File: config.mk
export PLATFORM = sky130hd
export DESIGN_NAME = mem_router
export DESIGN_NICKNAME = d
export VERILOG_FILES = /design/src/rtl/mem_router_pkg.sv /design/src/rtl/mem_router_decode.sv /design/src/rtl/mem_router.sv
export SDC_FILE = /design/constraint.sdc
export NUM_CORES = 1
export LEC_CHECK = 0
export CELL_PAD_IN_SITES_DETAIL_PLACEMENT = 0
export CELL_PAD_IN_SITES_GLOBAL_PLACEMENT = 2
export CORE_AREA = 2 2 109 111
export DETAILED_ROUTE_END_ITERATION = 10
export DIE_AREA = 0 0 111 113
export GPL_ROUTABILITY_DRIVEN = 0
export GPL_TIMING_DRIVEN = 0
export HOLD_SLACK_MARGIN = 0.15
export PLACE_DENSITY = 0.95
export SETUP_SLACK_MARGIN = 0.02
export SYNTH_ARGS = -nofsm -noshare
export SYNTH_HDL_FRONTEND = slang
export SYNTH_SLANG_ARGS = --single-unit
File: constraint.sdc
create_clock -name clock -period 1.05 [get_ports clock]
set_input_delay 0.2625 -clock clock [delete_from_list [all_inputs] [get_ports clock]]
set_output_delay 0.2625 -clock clock [all_outputs]
set_load 0.03 [all_outputs]
File: src/rtl/mem_router_pkg.sv
// ============================================================================
// Module : mem_router_pkg
// Brief  : Shared types, limits and SoC address windows for the memory router.
// Rev    : 1.0  initial release
// ============================================================================
`default_nettype none

package mem_router_pkg;

  typedef enum logic [1:0] {
    IDLE = 2'd0,
    BUSY = 2'd1,
    ERR  = 2'd2
  } router_state_t;

  localparam int NSLAVE_MAX = 8;

  // SoC slave windows (top addresses are exclusive)
  localparam logic [31:0] CLINT_BASE = 32'h0200_0000;
  localparam logic [31:0] CLINT_TOP  = 32'h0200_C000;
  localparam logic [31:0] PRINT_BASE = 32'h1000_0000;
  localparam logic [31:0] PRINT_TOP  = 32'h1000_1000;
  localparam logic [31:0] BRAM_BASE  = 32'h8000_0000;
  localparam logic [31:0] BRAM_TOP   = 32'h8010_0000;
  localparam logic [31:0] TOHOST_ADDR = 32'h0000_1000;

  // Width of a slave index; never zero so a single-slave build still has a select bit.
  function automatic int sel_width(input int n);
    return (n > 1) ? $clog2(n) : 1;
  endfunction

endpackage

`default_nettype wire

File: src/rtl/mem_router_decode.sv
// ============================================================================
// Module : mem_router_decode
// Brief  : Combinational address decode: windows + tohost alias -> hit/sel/base.
// Rev    : 1.0  initial release
// ============================================================================
`default_nettype none

module mem_router_decode
  import mem_router_pkg::*;
#(
  parameter int                 NSLAVE     = 3,
  parameter logic [NSLAVE*32-1:0] SLAVE_BASE = '0,
  parameter logic [NSLAVE*32-1:0] SLAVE_TOP  = '0,
  parameter int                 HOST_VALID = 0,
  parameter logic [31:0]        HOST_ADDR  = 32'h0,
  parameter int                 HOST_SLAVE = 0,
  parameter int                 SEL_W      = sel_width(NSLAVE)
) (
  input  logic [31:0]      addr,
  output logic             hit,
  output logic [SEL_W-1:0] sel,
  output logic [31:0]      base
);

  logic [NSLAVE-1:0] in_win;

  for (genvar i = 0; i < NSLAVE; i++) begin : g_win
    localparam logic [31:0] WIN_BASE = SLAVE_BASE[32*i +: 32];
    localparam logic [31:0] WIN_TOP  = SLAVE_TOP[32*i +: 32];
    // An inverted or empty window (TOP <= BASE) can never satisfy both bounds.
    assign in_win[i] = (addr >= WIN_BASE) && (addr < WIN_TOP);
  end

  always_comb begin
    hit  = 1'b0;
    sel  = '0;
    base = 32'h0;
    // Descending scan so the lowest matching index is the last one written.
    for (int i = NSLAVE - 1; i >= 0; i--) begin
      if (in_win[i]) begin
        hit  = 1'b1;
        sel  = SEL_W'(i);
        base = SLAVE_BASE[32*i +: 32];
      end
    end
    if (!hit && (HOST_VALID != 0) && (addr == HOST_ADDR)) begin
      hit  = 1'b1;
      sel  = SEL_W'(HOST_SLAVE);
      base = SLAVE_BASE[32*HOST_SLAVE +: 32];
    end
  end

endmodule

`default_nettype wire

File: src/rtl/mem_router.sv
// ============================================================================
// Module : mem_router
// Brief  : N-slave memory router with one outstanding transaction and error
//          response for unmapped accesses. Define ROUTER_TIMEOUT_EN to add a
//          BUSY watchdog that forces an error after TIMEOUT_CYCLES.
// Rev    : 1.0  initial release
// ============================================================================
`default_nettype none

module mem_router
  import mem_router_pkg::*;
#(
  parameter int                   NSLAVE         = 3,
  parameter logic [NSLAVE*32-1:0] SLAVE_BASE     = '0,
  parameter logic [NSLAVE*32-1:0] SLAVE_TOP      = '0,
  parameter int                   HOST_VALID     = 0,
  parameter logic [31:0]          HOST_ADDR      = 32'h0,
  parameter int                   HOST_SLAVE     = 0,
  parameter int                   TIMEOUT_CYCLES = 1024
) (
  input  logic                 reset,
  input  logic                 clock,
  input  logic                 memory_valid,
  input  logic                 memory_instr,
  input  logic [31:0]          memory_addr,
  input  logic [31:0]          memory_wdata,
  input  logic [3:0]           memory_wstrb,
  output logic [31:0]          memory_rdata,
  output logic                 memory_ready,
  output logic                 memory_error,
  output logic [NSLAVE-1:0]    slave_valid,
  output logic                 slave_instr,
  output logic [31:0]          slave_addr,
  output logic [31:0]          slave_wdata,
  output logic [3:0]           slave_wstrb,
  input  logic [NSLAVE*32-1:0] slave_rdata,
  input  logic [NSLAVE-1:0]    slave_ready
);

  localparam int SEL_W = sel_width(NSLAVE);

  router_state_t    state_q, state_d;
  logic [SEL_W-1:0] sel_q;
  logic             req_instr_q;
  logic [31:0]      req_addr_q;
  logic [31:0]      req_wdata_q;
  logic [3:0]       req_wstrb_q;

  logic             dec_hit;
  logic [SEL_W-1:0] dec_sel;
  logic [31:0]      dec_base;
  logic [31:0]      fwd_addr;
  logic             accept;

  mem_router_decode #(
    .NSLAVE     (NSLAVE),
    .SLAVE_BASE (SLAVE_BASE),
    .SLAVE_TOP  (SLAVE_TOP),
    .HOST_VALID (HOST_VALID),
    .HOST_ADDR  (HOST_ADDR),
    .HOST_SLAVE (HOST_SLAVE),
    .SEL_W      (SEL_W)
  ) u_decode (
    .addr (memory_addr),
    .hit  (dec_hit),
    .sel  (dec_sel),
    .base (dec_base)
  );

  assign fwd_addr = memory_addr - dec_base;
  assign accept   = (state_q == IDLE) && memory_valid && dec_hit;

`ifdef ROUTER_TIMEOUT_EN
  localparam logic [31:0] TMO_LAST = 32'(TIMEOUT_CYCLES - 1);
  logic [31:0] timer_q;
  logic        timeout;

  assign timeout = (timer_q == TMO_LAST);

  always_ff @(posedge clock) begin
    if (reset) begin
      timer_q <= 32'h0;
    end else if (accept) begin
      timer_q <= 32'h0;
    end else if (state_q == BUSY) begin
      timer_q <= timer_q + 32'h1;
    end
  end
`else
  logic unused_timeout_cfg;
  logic timeout;

  assign unused_timeout_cfg = ^TIMEOUT_CYCLES;
  assign timeout            = 1'b0;
`endif

  always_ff @(posedge clock) begin
    if (reset) begin
      state_q     <= IDLE;
      sel_q       <= '0;
      req_instr_q <= 1'b0;
      req_addr_q  <= 32'h0;
      req_wdata_q <= 32'h0;
      req_wstrb_q <= 4'h0;
    end else begin
      state_q <= state_d;
      if (accept) begin
        sel_q       <= dec_sel;
        req_instr_q <= memory_instr;
        req_addr_q  <= fwd_addr;
        req_wdata_q <= memory_wdata;
        req_wstrb_q <= memory_wstrb;
      end
    end
  end

  always_comb begin
    state_d      = state_q;
    slave_valid  = '0;
    slave_instr  = 1'b0;
    slave_addr   = 32'h0;
    slave_wdata  = 32'h0;
    slave_wstrb  = 4'h0;
    memory_ready = 1'b0;
    memory_error = 1'b0;
    memory_rdata = 32'h0;

    case (state_q)
      IDLE: begin
        slave_instr = memory_instr;
        slave_addr  = fwd_addr;
        slave_wdata = memory_wdata;
        slave_wstrb = memory_wstrb;
        if (memory_valid) begin
          if (dec_hit) begin
            slave_valid = NSLAVE'(1) << dec_sel;
            state_d     = BUSY;
          end else begin
            state_d = ERR;
          end
        end
      end
      BUSY: begin
        slave_instr = req_instr_q;
        slave_addr  = req_addr_q;
        slave_wdata = req_wdata_q;
        slave_wstrb = req_wstrb_q;
        // A slave response in the terminal timer cycle takes priority over the timeout.
        if (slave_ready[sel_q]) begin
          memory_ready = 1'b1;
          memory_rdata = slave_rdata[32*sel_q +: 32];
          state_d      = IDLE;
        end else if (timeout) begin
          state_d = ERR;
        end
      end
      ERR: begin
        memory_ready = 1'b1;
        memory_error = 1'b1;
        state_d      = IDLE;
      end
      default: state_d = IDLE;
    endcase

    if (reset) begin
      slave_valid  = '0;
      memory_ready = 1'b0;
      memory_error = 1'b0;
      memory_rdata = 32'h0;
    end
  end

endmodule

`default_nettype wire

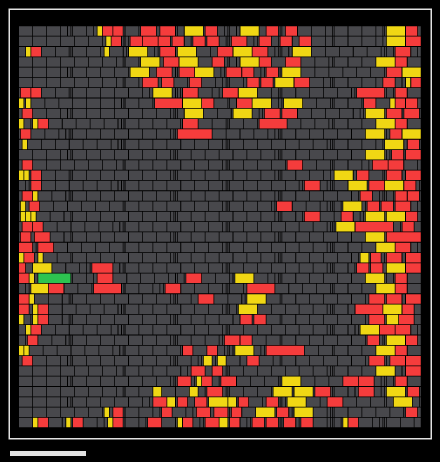
Run 1: cell classes on the final placement
Scale bar: 20 um. Fill, decap, tap and diode cells in grey.
remaining buffers and delay cells -> red  # cells 192, share of their area 65%
combinational and other logic -> yellow  # cells 106, share of their area 35%
sequential cells -> green  # cells 1, share of their area 0.79%
core area: 11300 um2
Core Util, Final: 28.3%

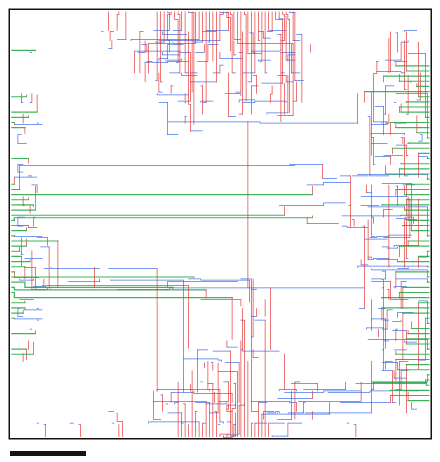
Run 1: signal wires by layer
Scale bar: 20 um.
metal 2 -> red  # wire length 2320 um
metal 3 -> green  # wire length 948 um
metal 1 -> blue  # wire length 1580 um

==> summary.txt, run 1 <==
Status = complete, but fails checks
Failing checks = setup timing
Vias in the first global route = 1265
Hold path endpoint = state_q[1]
Crit path max-delay family = buffers and inverters
CP most frequent cell = buf_12
Hold_sp = reset
Post-DP HPWL = 4.08 mm
Worst Setup EP = slave_wdata[18]
Ys async rst share = 0%
Flop area = 23.8 um2
Post-Syn Area = 777 um2
PwrDens = 577 nW/um2
Clk pwr = 0 mW
Post-CTS setup buffer count = 3
Maximum clock frequency = 0.832 GHz
Worst EP required = 0.79 ns
Syn Area/Cell = 6.70 um2
Setup TNS = -8.11 ns
Clk_skew = 0 ns
Seq/Total Area, Yosys = 2.58%
P&R area growth vs syn = 310%
Die width = 111 um
Internal = 0.926 mW
Sequential logic power = 0.0441 mW
Total placed cells including tap cells = 435
Seq cells post-synth = 1
Mapped Cells = 116
Setup WS post-layout = -0.151 ns
Final-report setup violation count = 63
Leading area contributor after synthesis = nor2b_1
WHS Path Cells = 2
Chip footprint = 12500 um2
I/O pins = 277
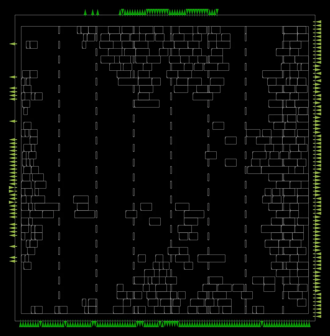
Run 1: cell outlines without signal wires
flip-flops: 1
flop share of the area: 0.746%
# Taps: 143
Fillers: 1175

Run 1, met1 routing:
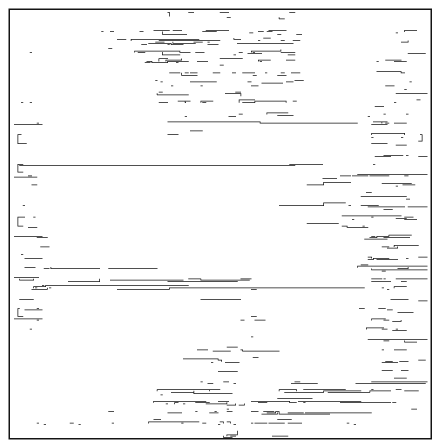

## Run 2: what changed since run 1
--- a/config.mk
+++ b/config.mk
@@ -16,2 +16,3 @@
 export PLACE_DENSITY = 0.95
+export REMOVE_ABC_BUFFERS = 1
 export SETUP_SLACK_MARGIN = 0.02
==> constraint.sdc (replaced) <==
create_clock -name clock -period 1.05 [get_ports clock]
set_input_delay 0.105 -clock clock [delete_from_list [all_inputs] [get_ports clock]]
set_output_delay 0.105 -clock clock [all_outputs]
set_load 0.03 [all_outputs]
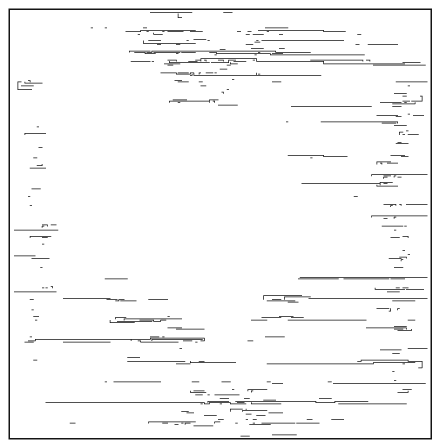
Run 2: met1 routing
nets with wire on the layer = 234
main direction = horizontal
wire length on this layer = 1600 um
share of all routed wire = 35%

==> summary.txt, run 2 <==
Status = finished, final reports clean
Flop share of the area = 1.11%
Worst EP required = 0.94 ns
Syn Area/Cell = 6.70 um2
I/O pins = 277
Clk pwr = 0 mW
Flip-flops = 1
P&R area growth vs syn = 176%
PwrDens = 641 nW/um2
Hold_sp = reset
Maximum clock frequency = 0.995 GHz
Post-DP HPWL = 3.50 mm
Ys async rst share = 0%
Core area = 11300 um2
Post-Syn Area = 777 um2
Yosys Warn Count = 0
Sequential logic power = 0.0502 mW
Hold path endpoint = state_q[1]
Ao+oa area frac = 0%
Die width = 111 um
Crit path max-delay family = buffers and inverters
Final-report setup violation count = 0
Leakage = 0.991 nW
Leading area contributor after synthesis = nor2b_1
# Taps = 143
Seq/Total Area, Yosys = 2.58%
Vias in the first global route = 1072
Internal = 0.599 mW
Chip footprint = 12500 um2
Worst Setup EP = slave_addr[22]
Total placed cells including tap cells = 393
Post-synth top area share = 56.4%
WHS Path Cells = 2
Flop area = 23.8 um2
Clk_skew = 0 ns
Post-CTS setup buffer count = 2
Setup WS post-layout = 0.0452 ns
Seq cells post-synth = 1
GRT Residual Overflow = 0
Most used flip-flop cell after synthesis = dfxtp_1
Mapped Cells = 116
Fillers = 1284
Core Util, Final = 19.0%
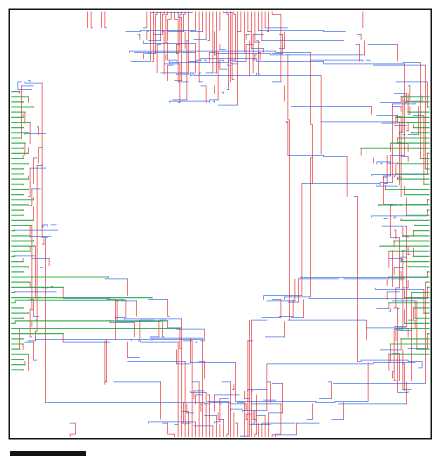
Run 2: signal wires by layer
Scale bar: 20 um.
metal 2 -> red  # wire length 2290 um
metal 1 -> blue  # wire length 1600 um
metal 3 -> green  # wire length 691 um
wire length per cell: 11.5 um
WL final: 4.58 mm
Total GRT Usage: 6.01%

Power figures rest on the tool's default switching activity, not on a simulated workload.
